--- src/rtl/quad_encoder_gen_pkg.sv ---
`default_nettype none
// ============================================================================
//  Module      : quad_encoder_gen_pkg
//  Description : Shared types and constants for the quadrature encoder
//                emulator: state encoding, direction codes and the
//                phase-to-(A,B) Gray mapping used by the generator and the
//                counter benches.
//  Revision    : 1.0 - initial release
// ============================================================================
package quad_encoder_gen_pkg;

   // Controller state; explicit one-bit width so the encoding is fixed.
   typedef enum logic [0:0] {
      ST_IDLE = 1'b0,
      ST_RUN  = 1'b1
   } qe_state_t;

   // Direction codes match the sign bit of the step command.
   localparam logic c_DIR_FWD = 1'b0;
   localparam logic c_DIR_BWD = 1'b1;

   // (A,B) levels for each quadrature phase, packed as {a, b}.
   localparam logic [1:0] c_AB_PHASE0 = 2'b00;
   localparam logic [1:0] c_AB_PHASE1 = 2'b10;
   localparam logic [1:0] c_AB_PHASE2 = 2'b11;
   localparam logic [1:0] c_AB_PHASE3 = 2'b01;

   // Map a 2-bit phase to its {a, b} levels; adjacent phases differ in one bit.
   function automatic logic [1:0] phase_to_ab(input logic [1:0] phase);
      logic [1:0] ab;
      case (phase)
         2'd0:    ab = c_AB_PHASE0;
         2'd1:    ab = c_AB_PHASE1;
         2'd2:    ab = c_AB_PHASE2;
         default: ab = c_AB_PHASE3;
      endcase
      return ab;
   endfunction

endpackage
`default_nettype wire

--- src/rtl/quad_encoder_gen_step_timer.sv ---
`default_nettype none
// ============================================================================
//  Module      : quad_step_timer
//  Description : Reloadable down-counter that paces quadrature steps. A load
//                captures the period (zero clamped to one); while running, a
//                tick is produced when the count reaches one and the count is
//                reloaded from the captured period. Abort clears everything.
//  Revision    : 1.0 - initial release
// ============================================================================
module quad_step_timer #(
   parameter int DIV_SIZE = 16
) (
   input  logic                clk,
   input  logic                rst,
   input  logic                i_load,
   input  logic [DIV_SIZE-1:0] i_period,
   input  logic                i_run,
   input  logic                i_abort,
   output logic                o_tick
);

   localparam logic [DIV_SIZE-1:0] c_ONE = DIV_SIZE'(1);

   logic [DIV_SIZE-1:0] w_period_clamped;
   logic [DIV_SIZE-1:0] r_period;
   logic [DIV_SIZE-1:0] r_count;

   // A zero period would never tick; treat it as one clock per step.
   assign w_period_clamped = (i_period == '0) ? c_ONE : i_period;

   // The step fires on the cycle the count sits at one.
   assign o_tick = i_run && (r_count == c_ONE);

   // Load, reload-on-tick and count-down; abort and reset both clear the timer.
   always_ff @(posedge clk) begin
      if (!rst) begin
         r_period <= '0;
         r_count  <= '0;
      end else if (i_abort) begin
         r_period <= '0;
         r_count  <= '0;
      end else if (i_load) begin
         r_period <= w_period_clamped;
         r_count  <= w_period_clamped;
      end else if (i_run) begin
         r_count <= o_tick ? r_period : (r_count - c_ONE);
      end
   end

endmodule
`default_nettype wire

--- src/rtl/quad_encoder_gen.sv ---
`default_nettype none
// ============================================================================
//  Module      : quad_encoder_gen
//  Description : Incremental encoder emulator. Accepts signed step commands
//                over valid/ready, emits registered Gray-sequenced A/B edges
//                at a programmable period and tracks the emitted position.
//  Revision    : 1.0 - initial release
// ============================================================================
module quad_encoder_gen
   import quad_encoder_gen_pkg::*;
#(
   parameter int SIZE     = 8,
   parameter int DIV_SIZE = 16,
   parameter int POS_SIZE = 8
) (
   input  logic                clk,
   input  logic                rst,
   input  logic                cmd_valid,
   output logic                cmd_ready,
   input  logic [SIZE-1:0]     cmd_steps,
   input  logic [DIV_SIZE-1:0] cmd_period,
   input  logic                stop,
   output logic                a,
   output logic                b,
   output logic                busy,
   output logic [POS_SIZE-1:0] pos
);

   localparam logic [SIZE-1:0]     c_STEP_ONE = SIZE'(1);
   localparam logic [POS_SIZE-1:0] c_POS_ONE  = POS_SIZE'(1);

   qe_state_t           r_state;
   logic                r_dir;
   logic [SIZE-1:0]     r_remaining;
   logic [1:0]          r_phase;
   logic                r_a;
   logic                r_b;
   logic [POS_SIZE-1:0] r_pos;

   logic                w_start;
   logic [SIZE-1:0]     w_abs_steps;
   logic                w_run;
   logic                w_abort;
   logic                w_tick;
   logic [1:0]          w_next_phase;
   logic [1:0]          w_next_ab;
   logic [POS_SIZE-1:0] w_next_pos;

   // Only non-zero commands start a run; zero-step commands are simply consumed.
   assign w_start     = (r_state == ST_IDLE) && cmd_valid && (cmd_steps != '0);
   // Magnitude as unsigned; the most negative value maps to 2^(SIZE-1).
   assign w_abs_steps = cmd_steps[SIZE-1] ? (~cmd_steps + c_STEP_ONE) : cmd_steps;
   // stop suppresses any step due in the same cycle.
   assign w_run       = (r_state == ST_RUN) && !stop;
   assign w_abort     = (r_state == ST_RUN) && stop;

   assign w_next_phase = (r_dir == c_DIR_FWD) ? (r_phase + 2'd1) : (r_phase - 2'd1);
   assign w_next_pos   = (r_dir == c_DIR_FWD) ? (r_pos + c_POS_ONE) : (r_pos - c_POS_ONE);
   assign w_next_ab    = phase_to_ab(w_next_phase);

   quad_step_timer #(
      .DIV_SIZE (DIV_SIZE)
   ) u_timer (
      .clk      (clk),
      .rst      (rst),
      .i_load   (w_start),
      .i_period (cmd_period),
      .i_run    (w_run),
      .i_abort  (w_abort),
      .o_tick   (w_tick)
   );

   // Command handshake, step sequencing, phase/position tracking and A/B flops.
   always_ff @(posedge clk) begin
      if (!rst) begin
         r_state     <= ST_IDLE;
         r_dir       <= c_DIR_FWD;
         r_remaining <= '0;
         r_phase     <= 2'd0;
         r_a         <= 1'b0;
         r_b         <= 1'b0;
         r_pos       <= '0;
      end else begin
         case (r_state)
            ST_IDLE: begin
               if (w_start) begin
                  r_dir       <= cmd_steps[SIZE-1] ? c_DIR_BWD : c_DIR_FWD;
                  r_remaining <= w_abs_steps;
                  r_state     <= ST_RUN;
               end
            end
            ST_RUN: begin
               if (stop) begin
                  r_remaining <= '0;
                  r_state     <= ST_IDLE;
               end else if (w_tick) begin
                  r_phase     <= w_next_phase;
                  r_a         <= w_next_ab[1];
                  r_b         <= w_next_ab[0];
                  r_pos       <= w_next_pos;
                  r_remaining <= r_remaining - c_STEP_ONE;
                  if (r_remaining == c_STEP_ONE) begin
                     r_state <= ST_IDLE;
                  end
               end
            end
            default: r_state <= ST_IDLE;
         endcase
      end
   end

   assign a         = r_a;
   assign b         = r_b;
   assign pos       = r_pos;
   assign cmd_ready = (r_state == ST_IDLE);
   assign busy      = (r_state == ST_RUN);

endmodule
`default_nettype wire
--- config.mk ---
export PLATFORM = sky130hd
export DESIGN_NAME = quad_encoder_gen
export DESIGN_NICKNAME = d
export VERILOG_FILES = /design/src/rtl/quad_encoder_gen_pkg.sv /design/src/rtl/quad_encoder_gen_step_timer.sv /design/src/rtl/quad_encoder_gen.sv
export SDC_FILE = /design/constraint.sdc
export NUM_CORES = 1
export LEC_CHECK = 0
export CAP_MARGIN = 20
export CORE_AREA = 5 5 91 93
export CTS_BUF_LIST = sky130_fd_sc_hd__clkbuf_16
export DETAILED_ROUTE_END_ITERATION = 8
export DIE_AREA = 0 0 96 98
export PLACE_DENSITY = 0.69
export SLEW_MARGIN = 20
export SYNTH_ARGS = -nofsm -noshare
export SYNTH_HDL_FRONTEND = slang
export SYNTH_SLANG_ARGS = --single-unit
--- constraint.sdc ---
create_clock -name clk -period 2.5 [get_ports clk]
set_input_delay 0.625 -clock clk [delete_from_list [all_inputs] [get_ports clk]]
set_output_delay 0.625 -clock clk [all_outputs]
set_load 0.02 [all_outputs]
==> images/wire_density.png <==
Bar = 20 um. 19 x 20 tiles, from white (low) to dark blue (high), scaled to the fullest tile. Values are wire area over tile area, all layers added.
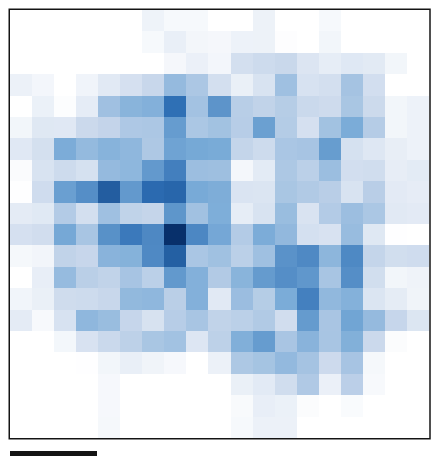
10% of the tiles are over half the peak. The emptiest ninth of the die: lower left. The densest ninth of the die: centre. The mean over all tiles is 0.14. The fullest tile reaches 0.66.

==> images/clock_map.png <==
Bar = 20 um.
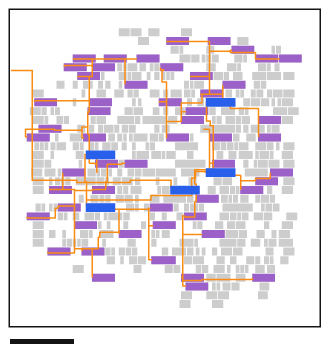
Orange stands for clock wires, length 713 um. Blue stands for cells driving clock nets, count 5. Purple stands for flip-flops, count 54.
Position of the flops: all over the die. There are 6 routed clock nets.
Clock Skew: 0.00659 ns
Clk pwr share: 0.342

==> images/met3.png <==
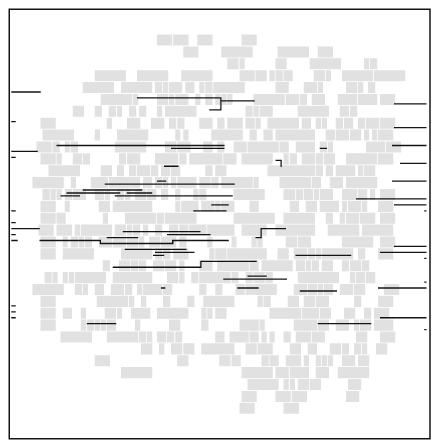
The layer holds 6.2% of the routed length. The layer carries 525 um of wire. The wires run mostly horizontal. The longest straight run is 38.2 um.
total routed wirelength: 8.50 mm
M3 GR Usage: 0.0362

==> impl_metrics.tcl <==
# implementation run metrics
set metrics [dict create \
    grt_pass1_vias 3077 \
    drt_iter0_markers 184 \
    maxPowerGroup "registers" \
    drive_gt1_frac 0.109 \
    crit_path_top_delay_cell "o311ai_4" \
    synth.most_common_cell "nand2_1" \
    drtAntennaViolNets 0 \
    grtUsageMet1 0.238 \
    clock_sinks 54 \
    area_growth_pct 26.9 \
    p_comb_uw 522 \
    comb_power_share 0.230 \
    avgRoutedWirePerCell_um 15.5 \
    wl_met3_um 524 \
    die_w_um 96 \
    synthFlopType "dfxtp_1" \
    clk_share 0.0403 \
    fin_hold_ws_ns 0.459 \
    utilization 0.541 \
    lay_top_cells "66 x nand2_1, 53 x dfxtp_1, 39 x clkdlybuf4s50_1, 33 x a21oi_1, 25 x buf_4" \
    n_all_inverters 14 \
    seqPwrFrac 0.428 \
    use_met2 0.307 \
    warnings 28 \
    dp_hpwl_mm 6.08 \
    dominant_cells "combinational gates" \
    ys_sh_aoi 0.253 \
    slew_headroom 0.604 \
    ff2ff_setup_slack_ns 0.22 \
    tritoncts "done" \
    drv_slew 0 \
    cts-root-buf "clkbuf_16" \
    p_leak_nw 1.53 \
    cts_hold_buffers 0 \
    cp_top_family "AND-OR/OR-AND gates" \
    area_leaders "dfxtp_1 34%, nand2_1 7.8%, a21oi_1 5.2%" \
    buffer_area_frac 0.153 \
    htree_levels 2 \
    crit_path_start_kind "flop" \
    final_common_cell "nand2_1" \
    finalHoldViolations 0 \
    grt_usage 0.184 \
    internal-power_mw 1.61 \
    io_buffers 39 \
    overflow 0 \
    dp_slack_ns -0.138 \
    ys_warn_count 0 \
    n_fill_cell 723 \
    cellPowerDensity_nw_per_um2 562 \
    post-route-cell-area_sq_um 4030 \
    met2RoutedLength_mm 4.12 \
    met1_length_mm 3.78 \
    cp_max_fo 8 \
    ys_async_sr_fraction 0 \
    ys_cells 394 \
    core_sq_um 7450 \
    setup_viol 0 \
    fmax_mhz 439 \
    p_seq_uw 970 \
    firstDrtPassIters 5 \
    finalWeightedCongestion 0.879 \
    grt_max_degree 30 \
    synth_area_sq_um 3180 \
    path_cells "ha_1, nor4b_2, nand4_2, o311ai_4, o21ai_0, a22oi_1, nor2b_1" \
    die_y_um 98 \
    synth_area_per_cell_sq_um 8.07 \
    num-multi-input-gates 306 \
    post_cts_resized 0 \
    worstSetupPathType "flop to flop" \
    synth_cells 394 \
    status "finished, final reports clean" \
    fin_ws_ns 0.220 \
    cts.path.max_buffers 2 \
    ys_seq_share 0.340 \
    critPathCaptureType "flop" \
    nNonClkBuffers 66 \
    synth.top_cell.area_share 0.340 \
    fp_nets 434 \
    top_layer_used "met4" \
    worst_pin_slew_ns 0.592 \
    max-vdd-ir-drop_mv 0.405 \
    insertion_delay_ns 0.29 \
    period_needed_ns 2.28 \
    nets 487 \
    maxCapViolations 0 \
    logic_family "AND-OR/OR-AND gates" \
    common_cells "66 x nand2_1, 54 x dfxtp_1, 33 x a21oi_1" \
    powerClk_uw 776 \
    synth_area_leader_cell "dfxtp_1" \
    fin_crit_sh 0.912 \
    synth_flops 54 \
    comb_area_sq_um 1990 \
    grt.busiest_layer "met2" \
    path_clk_slew_ns 0.07 \
    synth.distinct_cells 60 \
]
[final timing paths]
kind / end / startpoint / depth (start not counted)
setup / recovery: r_remaining[3] / u_timer.r_count[0] / 7
hold / removal: u_timer.r_period[14] / u_timer.r_period[14] / 2
setup reg to reg: r_remaining[3] / u_timer.r_count[0] / 7
hold reg to reg: u_timer.r_period[14] / u_timer.r_period[14] / 2
[flip-flops by register name, summed over array words and instances (netlist names)]
| register | cells |
|---|---|
| u_timer.r_period | 16 |
| a | 1 |
| pos | 8 |
| u_timer.r_count | 16 |
| b | 1 |
| r_remaining | 8 |
| busy | 1 |
| r_phase | 2 |
| r_dir | 1 |
Power is estimated from default activity; no workload was simulated.
